`config.mk`:
```
export PLATFORM = sky130hd
export DESIGN_NAME = alu_result_tx
export DESIGN_NICKNAME = d
export VERILOG_FILES = /design/src/rtl/alu_pkg.sv /design/src/rtl/alu_pkt_shifter.sv /design/src/rtl/alu_result_tx.sv
export SDC_FILE = /design/constraint.sdc
export NUM_CORES = 1
export LEC_CHECK = 0
export CORE_MARGIN = 4
export CORE_UTILIZATION = 48
export DETAILED_ROUTE_END_ITERATION = 12
export GPL_ROUTABILITY_DRIVEN = 0
export PLACE_DENSITY = 0.82
export SLEW_MARGIN = 20
export SYNTH_ARGS = -nofsm -noshare
export SYNTH_HDL_FRONTEND = slang
export SYNTH_SLANG_ARGS = --single-unit
```
`constraint.sdc`:
```
create_clock -name clk -period 2.25 [get_ports clk]
set_clock_uncertainty 0.15 [all_clocks]
set_input_delay 0.225 -clock clk [delete_from_list [all_inputs] [get_ports clk]]
set_output_delay 0.225 -clock clk [all_outputs]
set_load 0.005 [all_outputs]
```
`src/rtl/alu_pkg.sv`:
```
// Shared constants, types and control-packet packing helpers for the ALU
// result path.
package alu_pkg;

  localparam int PKT_BITS = 11;
  localparam logic [2:0] CTL_IDX = 3'd4;

  typedef enum logic {PKT_DATA = 1'b0, PKT_CTL = 1'b1} packet_t;
  typedef enum logic {ST_OK = 1'b0, ST_ERROR = 1'b1} status_t;
  typedef enum logic [1:0] {IDLE, LOAD_PKT, SHIFT, GAP} tx_state_t;

  function automatic logic [7:0] pack_ctl_ok(input logic [3:0] flags,
                                             input logic [2:0] crc3);
    return {1'b0, flags, crc3};
  endfunction

  function automatic logic [7:0] pack_ctl_err(input logic [5:0] err_flags,
                                              input logic       parity);
    return {1'b1, err_flags, parity};
  endfunction

endpackage

```
`src/rtl/alu_pkt_shifter.sv`:
```
// 11-bit packet shift register; shifts in ones so the line idles high once
// the stop bit has gone out.
module alu_pkt_shifter
  import alu_pkg::*;
(
  input  logic       clk,
  input  logic       rst,
  input  logic       load,
  input  packet_t    pkt_type,
  input  logic [7:0] d,
  output logic       sout_bit,
  output logic       last_bit
);

  logic [PKT_BITS-1:0] sh_q, sh_d;
  logic [3:0]          cnt_q, cnt_d;

  always_comb begin
    sh_d  = sh_q;
    cnt_d = cnt_q;
    if (load) begin
      sh_d  = {1'b0, pkt_type, d, 1'b1};
      cnt_d = 4'd0;
    end else begin
      sh_d = {sh_q[PKT_BITS-2:0], 1'b1};
      // Counter saturates on the stop bit so gap/idle cycles keep last_bit high.
      if (cnt_q != 4'(PKT_BITS - 1)) cnt_d = cnt_q + 4'd1;
    end
  end

  always_ff @(posedge clk) begin
    if (rst) begin
      sh_q  <= '1;
      cnt_q <= 4'd0;
    end else begin
      sh_q  <= sh_d;
      cnt_q <= cnt_d;
    end
  end

  assign sout_bit = sh_q[PKT_BITS-1];
  assign last_bit = (cnt_q == 4'(PKT_BITS - 1));

endmodule

```
`src/rtl/alu_result_tx.sv`:
```
// ALU result transmitter: serialises a captured result record as four DATA
// packets plus one CTL packet, or a single CTL packet for an error record.
module alu_result_tx
  import alu_pkg::*;
#(
  parameter int GAP_BITS = 0
) (
  input  logic        clk,
  input  logic        rst,
  input  logic        in_valid,
  output logic        in_ready,
  input  logic        err,
  input  logic [31:0] C,
  input  logic [3:0]  flags,
  input  logic [2:0]  crc3,
  input  logic [5:0]  err_flags,
  input  logic        parity,
  output logic        sout,
  output logic        tx_done
);

  localparam logic [3:0] GAP_LAST = (GAP_BITS > 0) ? 4'(GAP_BITS - 1) : 4'd0;

  tx_state_t   state_q, state_d;
  logic [2:0]  pkt_idx_q, pkt_idx_d;
  logic [3:0]  gap_q, gap_d;
  logic        tx_done_q, tx_done_d;
  status_t     status_q, status_d;
  logic [31:0] c_q, c_d;
  logic [3:0]  flags_q, flags_d;
  logic [2:0]  crc_q, crc_d;
  logic [5:0]  ef_q, ef_d;
  logic        par_q, par_d;

  logic        load;
  logic        pkt_end;
  logic        last_bit;
  logic [7:0]  ld_byte;
  packet_t     ld_type;

  always_comb begin
    state_d   = state_q;
    pkt_idx_d = pkt_idx_q;
    gap_d     = gap_q;
    tx_done_d = 1'b0;
    status_d  = status_q;
    c_d       = c_q;
    flags_d   = flags_q;
    crc_d     = crc_q;
    ef_d      = ef_q;
    par_d     = par_q;
    load      = 1'b0;
    pkt_end   = 1'b0;

    unique case (state_q)
      IDLE: begin
        if (in_valid) begin
          status_d  = err ? ST_ERROR : ST_OK;
          c_d       = C;
          flags_d   = flags;
          crc_d     = crc3;
          ef_d      = err_flags;
          par_d     = parity;
          pkt_idx_d = err ? CTL_IDX : 3'd0;
          load      = 1'b1;
          state_d   = LOAD_PKT;
        end
      end
      LOAD_PKT: state_d = SHIFT;
      SHIFT: begin
        if (last_bit) begin
          if (GAP_BITS > 0) begin
            gap_d   = 4'd0;
            state_d = GAP;
          end else begin
            pkt_end = 1'b1;
          end
        end
      end
      GAP: begin
        if (gap_q == GAP_LAST) pkt_end = 1'b1;
        else                   gap_d   = gap_q + 4'd1;
      end
      default: state_d = IDLE;
    endcase

    // End of a packet (stop bit plus any gap): chain the next one or finish.
    if (pkt_end) begin
      if (pkt_idx_q != CTL_IDX) begin
        pkt_idx_d = pkt_idx_q + 3'd1;
        load      = 1'b1;
        state_d   = LOAD_PKT;
      end else begin
        tx_done_d = 1'b1;
        state_d   = IDLE;
      end
    end
  end

  // Byte select uses the _d values so the accept edge can load straight from the inputs.
  always_comb begin
    ld_type = (pkt_idx_d == CTL_IDX) ? PKT_CTL : PKT_DATA;
    unique case (pkt_idx_d)
      3'd0:    ld_byte = c_d[31:24];
      3'd1:    ld_byte = c_d[23:16];
      3'd2:    ld_byte = c_d[15:8];
      3'd3:    ld_byte = c_d[7:0];
      default: ld_byte = (status_d == ST_ERROR) ? pack_ctl_err(ef_d, par_d)
                                                : pack_ctl_ok(flags_d, crc_d);
    endcase
  end

  always_ff @(posedge clk) begin
    if (rst) begin
      state_q   <= IDLE;
      pkt_idx_q <= 3'd0;
      gap_q     <= 4'd0;
      tx_done_q <= 1'b0;
    end else begin
      state_q   <= state_d;
      pkt_idx_q <= pkt_idx_d;
      gap_q     <= gap_d;
      tx_done_q <= tx_done_d;
    end
  end

  always_ff @(posedge clk) begin
    status_q <= status_d;
    c_q      <= c_d;
    flags_q  <= flags_d;
    crc_q    <= crc_d;
    ef_q     <= ef_d;
    par_q    <= par_d;
  end

  alu_pkt_shifter u_shifter (
    .clk      (clk),
    .rst      (rst),
    .load     (load),
    .pkt_type (ld_type),
    .d        (ld_byte),
    .sout_bit (sout),
    .last_bit (last_bit)
  );

  assign in_ready = (state_q == IDLE);
  assign tx_done  = tx_done_q;

endmodule

```
==> qor.csv, run 1 <==
stage,metric,value,unit
detailed_routing,via count,3010,
logic_synthesis,ys cells,382,
logic_synthesis,Mapped Avg Cell Area,8.336,um2
pwr,Clk network pwr share,0.281,
pwr,pwr/cell area,707.7,nW/um2
logic_synthesis,yosys xor share,0.01375,
floorplan,chip area,8001,um2
logic_synthesis,Syn Std Cell Area,3184,um2
floorplan,Core Util at FP,0.4986,
worst_setup_path,critical-path cell list,inv_2 > ha_4 > and3b_2 > a22oi_2 > buf_4 > a21oi_4 > or2_4 > or4b_1 > nand4_1,
worst_setup_path,CP required,2.38,ns
pwr,sw frac,0.2763,
global_routing,GR Util met1,0.2426,
worst_setup_path,crit path buf inv count,2,
detailed_routing,DR iter-0 viols,200,
global_routing,met2 GRT Util,0.3851,
global_routing,grt peak-use layer,met2,
cells_and_area,Finished Cell Area,4583,um2
placed_design,Detail Placement HPWL,5836,um
logic_synthesis,YS chip area,3184,um2
placed_design,Port-buffer cells,52,
logic_synthesis,most instantiated cells after synthesis,"nand2_1, dfxtp_1, mux2i_1",
logic_synthesis,simple share,0.2640,
logic_synthesis,Max-area cell share,0.4464,
logic_synthesis,Yosys top cell by instances,nand2_1,
pwr,LEAKAGE,0.002054,uW
detailed_routing,final WL,8220,um
global_routing,antenna violations before repair,0,
cells_and_area,antenna diode count,0,
detailed_routing,drt wl/cell,14.68,um
cells_and_area,fin nets,535,
final_timing,Slew headroom,0.7474,
placed_design,"worst slack, placed",-0.2754,ns
worst_setup_path,CP endpoint kind,flop,
cts,clock tree root driver cell,clkbuf_8,
worst_setup_path,CP Launch Type,flop,
floorplan,die extent in y,89.45,um
logic_synthesis,Cell Type Count,52,
global_routing,first-pass GRT wire length,13410,um
cells_and_area,final core utilization,0.7177,
cts,number of CTS-inserted buffers,9,
cts,clk buf depth,2,
cts,CTS H-tree depth,3,
flow_run,tool warning count,32,
pwr,Net Sw Power,896.2,uW
worst_setup_path,CP max-delay cell,or4b_1,
worst_setup_path,Worst EP arrival,2.47,ns
worst_setup_path,Setup Crit Path Kind,reg -> reg,
logic_synthesis,"Async S/R FF share, synth",0,
cells_and_area,area grow syn2layout,43.93,%
min_path,Tightest Hold Check Type,in -> reg,
global_routing,GRT met3 Usage,0.05714,
detailed_routing,Via density,5.375,
detailed_routing,DRC viols,0,
worst_setup_path,CP Max Fanout,7,
logic_synthesis,register share after synthesis,0.4464,
final_timing,post-route clock period utilization,1.041,
final_timing,"Hold Vio Cnt, Final",0,
pwr,Seq pwr share,0.468,
floorplan,Die Wd,89.45,um
cts,clk latency late pin,0.34,ns
final_timing,total negative slack,-0.2683,ns
logic_synthesis,Syn Nets,438,
final_timing,Hold WS,0.2839,ns
logic_synthesis,synth warn,0,
final_timing,fmax,427.1,MHz
global_routing,gr ovfl total,0,
pwr,Power Total,3243,uW
logic_synthesis,Gate Count Post-Synth,382,
final_timing,RSZ-0062 raised after global routing,yes,
global_routing,pin count of the biggest net entering global routing,36,
cells_and_area,Finished Layout Cells,560,
status,failing checks,setup timing,
cts,CTS Sinks,71,
worst_setup_path,top cell family by delay on the critical path,simple AND/OR/NAND/NOR gates,
global_routing,vias in the first global route,2973,
cells_and_area,layout cells sized above 1,0.2526,
logic_synthesis,Main logic family,simple AND/OR/NAND/NOR gates,
status,status,"complete, but fails checks",
cts,CTS tree,yes,
logic_synthesis,flip-flops with a built-in enable,0,
flow_run,tally of max-capacitance violations,0,
final_timing,Final Worst Setup Slack,-0.09134,ns
logic_synthesis,main flop type,dfxtp_1,
final_timing,"Slew Viols, Final",0,
floorplan,Core Rows,29,
placed_design,placed cell areas,4113,um2
cts,# hold bufs at CTS,0,
cells_and_area,most numerous logic cells after layout,"nand2_1, dfxtp_1, clkdlybuf4s50_1, buf_4, nor2_1",
pwr,Comb pwr share,0.251,
final_timing,Final setup viols,6,
pwr,Int Pwr,2347,uW
worst_setup_path,Worst path max stage delay,0.55,ns
final_timing,worst slew pin tran,0.3763,ns
cells_and_area,Top cell excl fill/tap,nand2_1,
detailed_routing,remaining antenna violation count,0,
placed_design,placed insts,536,
floorplan,IO Count,53,
logic_synthesis,mux share,0.09862,
logic_synthesis,flop and latch count out of synthesis,71,
detailed_routing,drt pass-1 iters,5,
cts,clock slew at reported path FFs,0.06,ns
pwr,Peak VDD IR,600.1,uV
logic_synthesis,adder share,0.02358,
final_timing,"Min Clock Period, post-route",2.341,ns
logic_synthesis,cell accounting for the most synthesized area,dfxtp_1,
logic_synthesis,Cell area leaders,"dfxtp_1, nand2_1, mux2i_1, a21oi_1, mux2_2",
global_routing,Total GRT Usage,0.2185,
logic_synthesis,Synth Area in Compound Gates,0.1128,
[run 1: repair_timing]
action	CTS	global route
gates resized	24	18
buffers inserted	5	4
endpoints found under the hold margin	0	0
setup endpoints to repair	8	10
pin swaps	10	13
[run 1: area by class of cell]
class                      count  area, um2
tap                           77      96.34
timing repair buffer         107      994.7
clock buffer                  15      176.4
sequential                    71       1428
multi-input combinational    283       1862
inverter                       7      26.28
fill                         445       1803
[run 1: flip-flops by register name (all words and copies together), names as in the netlist]
| name | count |
|---|---|
| pkt_idx_q | 3 |
| ef_q | 6 |
| c_q | 32 |
| gap_q | 4 |
| tx_done | 1 |
| u_shifter.sh_q | 10 |
| status_q | 1 |
| flags_q | 4 |
| par_q | 1 |
| u_shifter.cnt_q | 4 |
| crc_q | 3 |
| state_q | 2 |
[run 1: power groups by stage]
| stage | Combinational (uW) | Sequential [uW] | Clock (uW) |
|---|---|---|---|
| floorplan | 439 | 1520 | 0 |
| global placement | 702 | 1530 | 0 |
| detailed placement | 723 | 1540 | 0 |
| CTS | 756 | 1510 | 927 |
| global route | 898 | 1530 | 979 |
| finish | 814 | 1520 | 912 |
[run 1: final timing paths]
path | from | to | cells after the start | slack [ns]
max | u_shifter.cnt_q[0]$_SDFFE_PP0N_ | u_shifter.sh_q[6]$_SDFF_PP1_ | 9 | -0.09
min | flags[1] | flags_q[1]$_DFF_P_ | 3 | 0.28
max reg2reg | u_shifter.cnt_q[0]$_SDFFE_PP0N_ | u_shifter.sh_q[6]$_SDFF_PP1_ | 9 | -0.09
min reg2reg | flags_q[2]$_DFF_P_ | flags_q[2]$_DFF_P_ | 2 | 0.29
[run 1: layer usage]
metal / up-vias / routed length [um]
met4: 0 / 283
li1: 1478 / -
met2: 116 / 4113
met1: 1387 / 3342
met3: 29 / 482
met5: - / 0
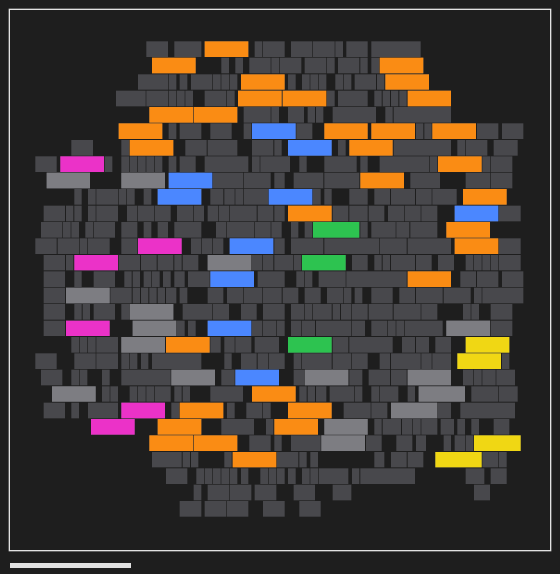
run_1/registers.png
Bar = 20 um.
legend:
  orange:
    name_in_the_netlist: `c_q`
    sequential_cells: 32
  magenta:
    name_in_the_netlist: `ef_q`
    sequential_cells: 6
    where: middle left
  green:
    name_in_the_netlist: `pkt_idx_q`
    sequential_cells: 3
  yellow:
    name_in_the_netlist: `gap_q`
    sequential_cells: 4
    where: lower right
  blue:
    name_in_the_netlist: `u_shifter.sh_q`
    sequential_cells: 10

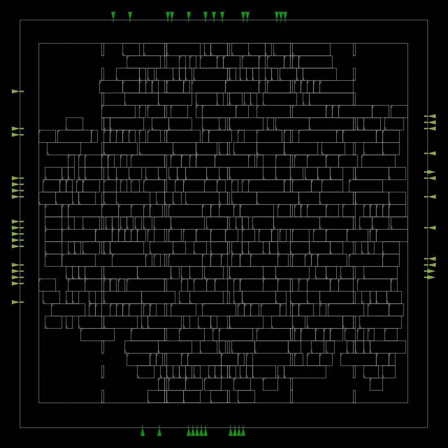
run_1/final_placement.png
Core Region: 6386 um2
tap cells: 77

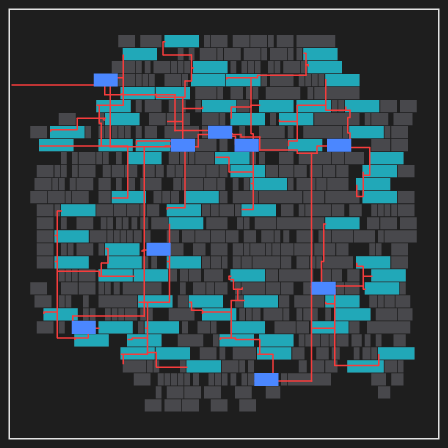
run_1/clock_map.png
legend:
  blue:
    item: cells driving clock nets
    count: 9
  cyan:
    item: flip-flops
    count: 71
  red:
    item: clock wires
    length: 771 um
routed clock nets: 10

run_1/wire_density.png
The die is cut into 18 by 18 equal tiles; dark blue is low, red is high, scaled to the fullest tile. Values are wire area over tile area, all layers added.
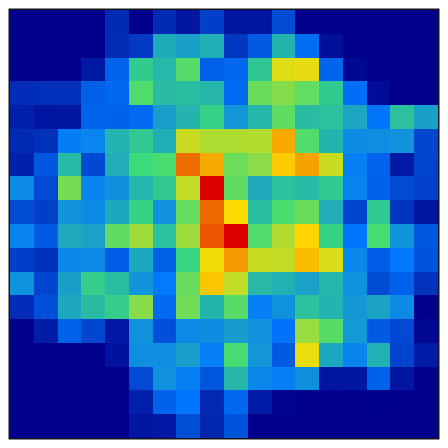

==> run 2, diff against run 1 <==
--- a/config.mk
+++ b/config.mk
@@ -5,11 +5,14 @@
 export SDC_FILE = /design/constraint.sdc
 export NUM_CORES = 1
 export LEC_CHECK = 0
+export CAP_MARGIN = 20
 export CORE_MARGIN = 4
-export CORE_UTILIZATION = 48
+export CORE_UTILIZATION = 55
 export DETAILED_ROUTE_END_ITERATION = 12
+export DONT_BUFFER_PORTS = 1
 export GPL_ROUTABILITY_DRIVEN = 0
-export PLACE_DENSITY = 0.82
+export MAX_ROUTING_LAYER = met4
+export PLACE_DENSITY = 0.79
 export SLEW_MARGIN = 20
 export SYNTH_ARGS = -nofsm -noshare
 export SYNTH_HDL_FRONTEND = slang
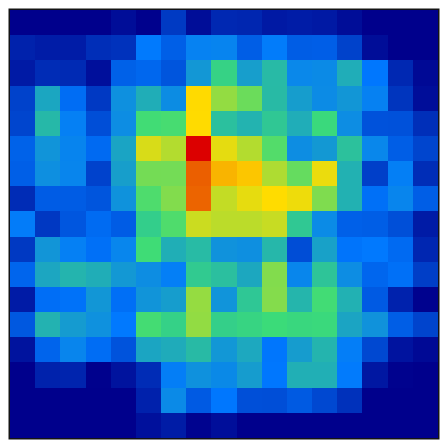
run_2/wire_density.png
The die is cut into 17 by 17 equal tiles; dark blue is low, red is high, scaled to the fullest tile. Values are wire area over tile area, all layers added.
densest ninth of the die: center
mean over tiles: 0.28
tiles over half the peak: 14%
fullest tile: 1.0
emptiest ninth of the die: lower left
nearly empty tiles: 14%
via count: 3414
Total GRT Usage: 0.3115
drt wl/cell: 20.61 um
final WL: 11480 um

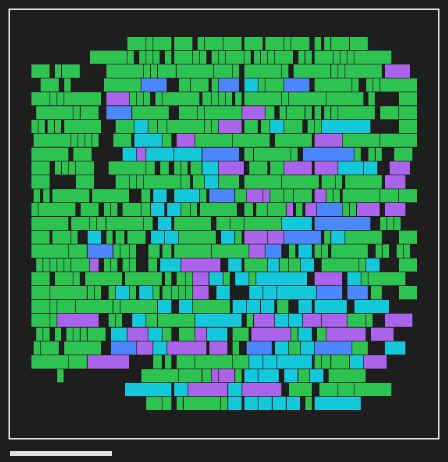
run_2/drive_strength.png
Bar = 20 um.
legend:
  cyan:
    size: drive 3 to 4
    cells: 76
    share: 16%
  blue:
    size: drive 6 and up
    cells: 17
    share: 3.5%
  purple:
    size: drive 2
    cells: 46
    share: 9.5%
  green:
    size: drive 1 or less
    cells: 346
    share: 71%

==> qor.csv, run 2 <==
stage,metric,value,unit
logic_synthesis,Max-area cell share,0.4464,
cts,clock slew at reported path FFs,0.08,ns
pwr,LEAKAGE,0.002108,uW
worst_setup_path,Crit. Startpoint,u_shifter.cnt_q[0]$_SDFFE_PP0N_,
global_routing,gr ovfl total,0,
worst_setup_path,Worst EP arrival,2.65,ns
global_routing,first-pass GRT wire length,16710,um
logic_synthesis,"Async S/R FF share, synth",0,
floorplan,Die Wd,84.09,um
logic_synthesis,Gate Count Post-Synth,382,
cells_and_area,Top cell excl fill/tap,nand2_1,
floorplan,Core Region,5574,um2
logic_synthesis,yosys xor share,0.01375,
cells_and_area,Fillers,288,
worst_setup_path,worst reg2reg path depth,9,
final_timing,Final Worst Setup Slack,-0.2550,ns
cts,# hold bufs at CTS,50,
logic_synthesis,ys cells,382,
detailed_routing,DR iter-0 viols,368,
final_timing,"Slew Viols, Final",0,
cts,CTS tree,yes,
worst_setup_path,CP max-delay cell,or4_1,
pwr,pwr/cell area,735.5,nW/um2
cts,CTS Sinks,71,
final_timing,worst slew pin tran,0.5351,ns
logic_synthesis,cell accounting for the most synthesized area,dfxtp_1,
min_path,hold-critical path depth,1,
cells_and_area,area grow syn2layout,45.27,%
floorplan,Core Rows,27,
cts,number of CTS-inserted buffers,9,
final_timing,RSZ-0062 raised after global routing,yes,
cells_and_area,fin nets,536,
worst_setup_path,Worst R2R Start,u_shifter.cnt_q[0]$_SDFFE_PP0N_,
logic_synthesis,register share after synthesis,0.4464,
final_timing,Hold WS,-0.2310,ns
floorplan,die extent in y,84.09,um
final_timing,"Min Clock Period, post-route",2.505,ns
logic_synthesis,YS chip area,3184,um2
worst_setup_path,critical-path cell list,inv_2 > ha_4 > and3b_2 > a22oi_2 > buf_4 > a21oi_2 > or2_4 > or4_1 > nand4_1,
detailed_routing,Via density,6.129,
placed_design,Detail Placement HPWL,5296,um
worst_setup_path,CP Max Fanout,7,
floorplan,Core Util at FP,0.5713,
flow_run,tool warning count,34,
flow_run,tally of max-capacitance violations,0,
logic_synthesis,Mapped Avg Cell Area,8.336,um2
global_routing,antenna violations before repair,0,
worst_setup_path,crit path buf inv count,2,
logic_synthesis,Syn Nets,438,
cells_and_area,max reg flops,32,
logic_synthesis,adder share,0.02358,
logic_synthesis,simple share,0.2640,
cts,clk buf depth,2,
final_timing,Final setup viols,9,
logic_synthesis,flop and latch count out of synthesis,71,
min_path,WHS Endpoint,gap_q[1]$_SDFFE_PP0P_,
status,status,"complete, but fails checks",
cells_and_area,layout cells sized above 1,0.2866,
global_routing,pin count of the biggest net entering global routing,27,
worst_setup_path,top cell family by delay on the critical path,simple AND/OR/NAND/NOR gates,
status,failing checks,"hold timing, setup timing",
logic_synthesis,Yosys top cell by instances,nand2_1,
logic_synthesis,most instantiated cells after synthesis,"nand2_1, dfxtp_1, mux2i_1",
worst_setup_path,Setup Crit Path Kind,reg -> reg,
pwr,Peak VDD IR,550.8,uV
worst_setup_path,FF-to-FF End,u_shifter.sh_q[6]$_SDFF_PP1_,
cells_and_area,antenna diode count,0,
final_timing,post-route clock period utilization,1.113,
logic_synthesis,Main logic family,simple AND/OR/NAND/NOR gates,
detailed_routing,DRC viols,0,
cts,CTS H-tree depth,3,
worst_setup_path,CP endpoint kind,flop,
pwr,Power Total,3402,uW
cells_and_area,most numerous logic cells after layout,"nand2_1, dfxtp_1, buf_4, dlygate4sd3_1, mux2i_1",
worst_setup_path,Worst path max stage delay,0.53,ns
worst_setup_path,CP required,2.39,ns
cells_and_area,Top Registers,"c_q x32, u_shifter.sh_q x10, ef_q x6",
logic_synthesis,Synth Area in Compound Gates,0.1128,
logic_synthesis,main flop type,dfxtp_1,
global_routing,vias in the first global route,3278,
min_path,Tightest Hold Check Type,in -> reg,
final_timing,fmax,399.2,MHz
cts,clk latency late pin,0.36,ns
floorplan,chip area,7071,um2
cells_and_area,Largest Register,c_q,
logic_synthesis,synth warn,0,
worst_setup_path,Worst Setup EP,u_shifter.sh_q[6]$_SDFF_PP1_,
cts,clock tree root driver cell,clkbuf_8,
worst_setup_path,CP Launch Type,flop,
final_timing,Slew headroom,0.6425,
detailed_routing,drt pass-1 iters,7,
worst_setup_path,cell count along the critical path,9,
placed_design,Port-buffer cells,0,
worst_setup_path,R2R setup slack,-0.26,ns
logic_synthesis,flip-flops with a built-in enable,0,
logic_synthesis,Cell Type Count,52,
detailed_routing,remaining antenna violation count,0,
final_timing,"Hold Vio Cnt, Final",19,
logic_synthesis,Cell area leaders,"dfxtp_1, nand2_1, mux2i_1, a21oi_1, mux2_2",
min_path,Hold Startpoint,rst,
floorplan,IO Count,53,
logic_synthesis,Syn Std Cell Area,3184,um2
logic_synthesis,mux share,0.09862,
-- run 2: netlist changes by cell type in the layout (fill, tap and decap cells not counted), moves of 3 or more --
cell             change
nor2_1               -3
clkbuf_8             -3
dlygate4sd3_1       +50
clkdlybuf4s50_1     -52
clkbuf_1             -3
buf_4                +4
-- run 2: stage by stage --
step	setup TNS, ns	instances	setup slack, ns	util	area [um2]
4_1_cts	-0.02077	554	-0.02021	0.8043	4483
6_report	-1.424	557	-0.2550	0.8299	4626
3_5_place_dp	-0.3127	470	-0.07976	0.6267	3493
2_1_floorplan	-0.02911	382	-0.01838	-	3218
5_1_grt	-1.727	557	-0.2696	0.8299	4626
3_3_place_gp	-0.09079	470	-0.03306	0.6267	3493
-- run 2: routing by layer --
layer	global-route usage	vias up	routed length, um
met5	-	-	0
met4	0.1228	0	588
met3	0.07305	75	1105
met2	0.4986	275	5482
met1	0.3792	1572	4301
li1	-	1492	-
-- run 2: final cells by class --
class	count	area (um2)	share of cell area
multi-input combinational	283	1881	0.4065
timing repair buffer	108	1001	0.2164
inverter	7	28.78	0.006221
clock buffer	9	123.9	0.02678
sequential	71	1429	0.3089
clock inverter	7	72.57	0.01569
tap	72	90.09	0.01948
-- run 2: logic make-up after synthesis --
family                     count (synthesis)
and+or+nand+nor                          194
AOI/OAI and AO/OA                         50
buffers and inverters                     28
xor gates and xnor gates                   5
DFF                                       71
muxes                                     28
adders and majority gates                  6
-- run 2: repair_timing --
action | 4_1_cts | 5_1_grt
gates resized | 27 | 30
cloned | 1 | 0
setup endpoints to repair | 8 | 11
pin swaps | 12 | 17
hold endpoints to repair | 70 | 19
buffers inserted | 19 | 6
-- run 2: power breakdown --
| part | switching [uW] | internal (uW) |
|---|---|---|
| sequential | 84.5 | 1450 |
| clock | 541 | 513 |
| combinational | 449 | 367 |
Power figures rest on the tool's default switching activity, not on a simulated workload.
